==> config.mk <==
export PLATFORM = sky130hd
export DESIGN_NAME = pim_req_sequencer
export DESIGN_NICKNAME = d
export VERILOG_FILES = /design/src/rtl/pim_req_sequencer_pkg.sv /design/src/rtl/pim_req_sequencer_res_tracker.sv /design/src/rtl/pim_req_sequencer.sv
export SDC_FILE = /design/constraint.sdc
export NUM_CORES = 1
export LEC_CHECK = 0
export CAP_MARGIN = 20
export CORE_AREA = 5 5 424 426
export CTS_BUF_LIST = sky130_fd_sc_hd__clkbuf_16
export DETAILED_ROUTE_END_ITERATION = 16
export DIE_AREA = 0 0 429 431
export PLACE_DENSITY = 0.33
export SYNTH_ARGS = -nofsm -noshare
export SYNTH_HDL_FRONTEND = slang
export SYNTH_SLANG_ARGS = --single-unit
==> constraint.sdc <==
create_clock -name clk -period 2.65 [get_ports clk]
set_clock_uncertainty 0.1 [all_clocks]
set_input_delay 0.53 -clock clk [delete_from_list [all_inputs] [get_ports clk]]
set_output_delay 0.53 -clock clk [all_outputs]
set_load 0.03 [all_outputs]
### Met4 routing

Cells faint in the background.
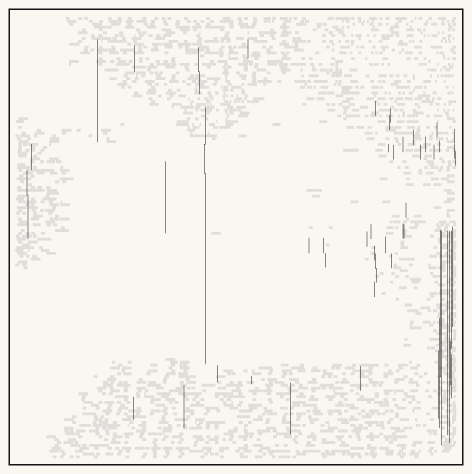
The layer holds 2.2% of the routed length. The layer carries 2330 um of wire. The wires run mostly vertical.
final routed wirelength across all metal layers: 105 mm
total via count in the routed design: 12542

### Where the registers sit

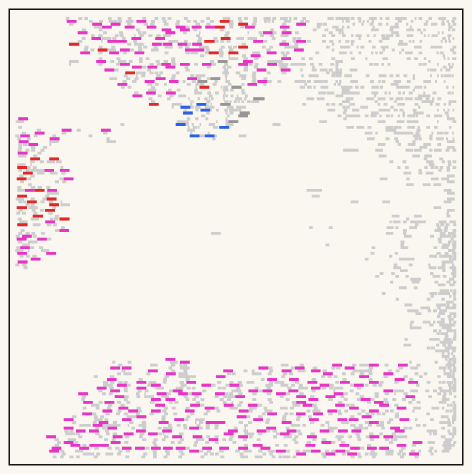
Blue shows r_beats, sequential cells 8, where north. Red shows bank_config, sequential cells 28. Magenta shows req_data, sequential cells 256, where all over the die.
Sequential Power: 8.30 mW
share of cell area taken by flip-flops and latches: 24.8%
footprint of the flip-flops and latches: 7550 um2

==> run notes <==
Implementation status.

- The die boundary width is 429 um.
- The power drawn by the combinational cells is 20.1 mW.
- Setup repair after global routing could not meet its margin everywhere.
- Of the total synthesized cell area, the portion taken by full adders, half adders and majority gates is 0.190%.
- The global-route usage over all layers is 10.7%.
- The tool warning count is 35.
- The design draws 33.6 mW.
- The first-pass GRT wire length is 135 mm.
- STA classifies the critical path endpoint as an output port.
- The slowest cell on the critical path is sky130_fd_sc_hd__dfrtp_4.
- The share of total power in sequential cells is 24.7%.
- In this run, the synthesized area fraction spent on xor and xnor cells is recorded as 0.400%.
- The category of the critical setup timing path is reg -> out.
- The largest combinational cell category by area is multiplexers.
- The number of clock buffers added by TritonCTS is 42.
- According to the floorplan report, the placeable core area is 175000 um2.
- The arrival time of data at the critical path endpoint is 1.98 ns.
- Per the detail_route report, vias per standard cell equal 2.78.
- Entering global routing, the biggest net connects 123 pins.
- The later pin in the worst-skew pair is clocked with a latency of 0.56 ns.
- The flip-flop cell with the highest count after synthesis is sky130_fd_sc_hd__dfrtp_1.
- The share of synthesized cell area in and-or and or-and compound cells is 1.37%.
- The first routing iteration left 316 violations.
- The synthesized netlist devotes 13.8% of its cell area to simple gates.
- Multiplexer cells account for 24.4% of the synthesized area.
- The cell family contributing the most delay on the critical path is buffers and inverters.
- The number of violations of the max-capacitance limit is 0.
- The data required time at the worst endpoint is 2.02 ns.
- The maximum root-to-sink buffer count is 3.
- Synthesis instantiated 36 different standard cells from the library.
- After synthesis, the mean cell area works out to 13.3 um2.
- In this run the layout overhead on the synthesized area is reported as 132%.
- The switching share of power is 43.7%.
- The synthesis-stage register bit count is 301.
- The number of nets produced by synthesis is 1543.
- The register with the most flip-flops in the layout has 256 of them.
- The via count of the first global-routing pass was 13529.
- Per the OpenROAD power report, leakage power amounts to 12.1 nW.
- For the worst flop-to-flop path, the logic depth is 5.
- The worst setup path is launched from a flop.
- Yosys mapped a number of flops with a built-in enable equal to 0.
- The H-tree was split into 2 levels.
- The final total negative setup slack is 0 ns.
- The placed cell count is 4407.
- The final count of pins violating max slew is 0.
- The run finished with clean final reports.
- The initial antenna violation count is 37.
- The clock sink count is 301.
- According to the floorplan report, the die height is 431 um.
- Per the OpenROAD timing report, the critical path contains 6 cells.
- Looking at the VDD voltage map, the peak drop is 0.000597 V.
- Sorting the synthesis cell report by count puts at the top sky130_fd_sc_hd__dfrtp_1.
- Counting the fill cells in the layout gives 19306.
- The area share of the leading cell type in the synthesized netlist is 55.8%.
- The final critical-path share of the clock period is 98.4%.
- TritonCTS built the clock tree.
- The flow reported a cell area power density of 1100 nW/um2.
- The pin closest to its max-slew limit shows a slew of 0.766 ns.
- The minimum setup slack among reg-to-reg paths is 0.58 ns.
- The power group with the highest consumption is combinational logic.
- The buffer and inverter count on the worst path is 5.
- The wire length per cell after detailed routing is 23.3 um.
- In the hold timing report, the worst path depth is 0.
- The number of buffers inserted for hold repair after clock tree synthesis is 1.
- Traced cell by cell, the critical path runs through buf_12 -> buf_16 -> buf_16 -> buf_8 -> and2_4 -> buf_12.
- After synthesis, flip-flops and latches occupy 57.4% of the total area.
- The number of cell instances after yosys synthesis is 987.
- The HPWL after detailed placement is 89.7 mm.
- The fmax is 383 MHz.
- The first detailed-routing pass ran for 4 iterations.
- The count of instances resized after the clock tree is built is 190.
- The clock network power is 5.27 mW.
- The Yosys step of the flow raised 0 warnings.
- The synthesized cell area is 13100 um2.
- The power report attributes to the clock group a share of 15.7%.
- The DRC violation total left in the routed layout is recorded as 0.
- Combinational cells account for 59.7% of the total power.
- The type recorded for the worst min-delay path is reg -> reg.
- The top-level port count is 1107.
- The delay of the slowest cell on the worst path is 0.53 ns.
- Once detail routing completed, the nets flagged for antenna violations numbered 0.
- The fraction of final layout cells with drive strength greater than 1 is 21.2%.
-- layout make-up --
cell class              count  share of cell area [%]
diodes                      5                  0.0411
clock buffers              42                    3.45
clock inverters            34                   0.628
inverters                   6                  0.0739
multi-input cells         615                    18.1
flip-flops and latches    301                    24.8
well taps                2340                    9.61
repair buffers           1161                    43.4
-- worst register-to-register path: stages, from the launching register on --
cell                       delay [ns]
sky130_fd_sc_hd__dfrtp_2         0.47
sky130_fd_sc_hd__buf_4           0.18
sky130_fd_sc_hd__and4bb_4        0.32
sky130_fd_sc_hd__buf_4           0.20
sky130_fd_sc_hd__buf_4           0.30
sky130_fd_sc_hd__mux2_1          0.36
-- placed cells by master (no fill, tap or decap), types with 16 or more instances in the layout --
master	n
sky130_fd_sc_hd__buf_6	16
sky130_fd_sc_hd__inv_1	18
sky130_fd_sc_hd__dfrtp_1	289
sky130_fd_sc_hd__and2_4	83
sky130_fd_sc_hd__clkbuf_2	29
sky130_fd_sc_hd__mux2_1	285
sky130_fd_sc_hd__clkdlybuf4s50_1	839
sky130_fd_sc_hd__buf_4	60
sky130_fd_sc_hd__clkbuf_16	45
sky130_fd_sc_hd__buf_12	167
sky130_fd_sc_hd__and2_1	173
-- through the flow --
stage	util, %	area, um2	worst slack [ns]	hold WS (ns)
2_1_floorplan	-	13100	0.134	0.134
3_3_place_gp	16.4	28700	0.125	0.274
3_5_place_dp	16.4	28700	0.134	0.273
4_1_cts	17.4	30500	-0.106	0.285
5_1_grt	17.4	30500	-0.0705	0.297
6_report	17.4	30500	0.0423	0.283
-- layer usage --
layer | GRT usage (%) | up-vias | share of wire, %
met4 | 1.90 | 0 | 2.2
met3 | 3.92 | 120 | 8.1
li1 | - | 5648 | -
met2 | 21.8 | 577 | 57
met5 | 0 | - | 0
met1 | 10.3 | 6197 | 33
Power figures rest on the tool's default switching activity, not on a simulated workload.
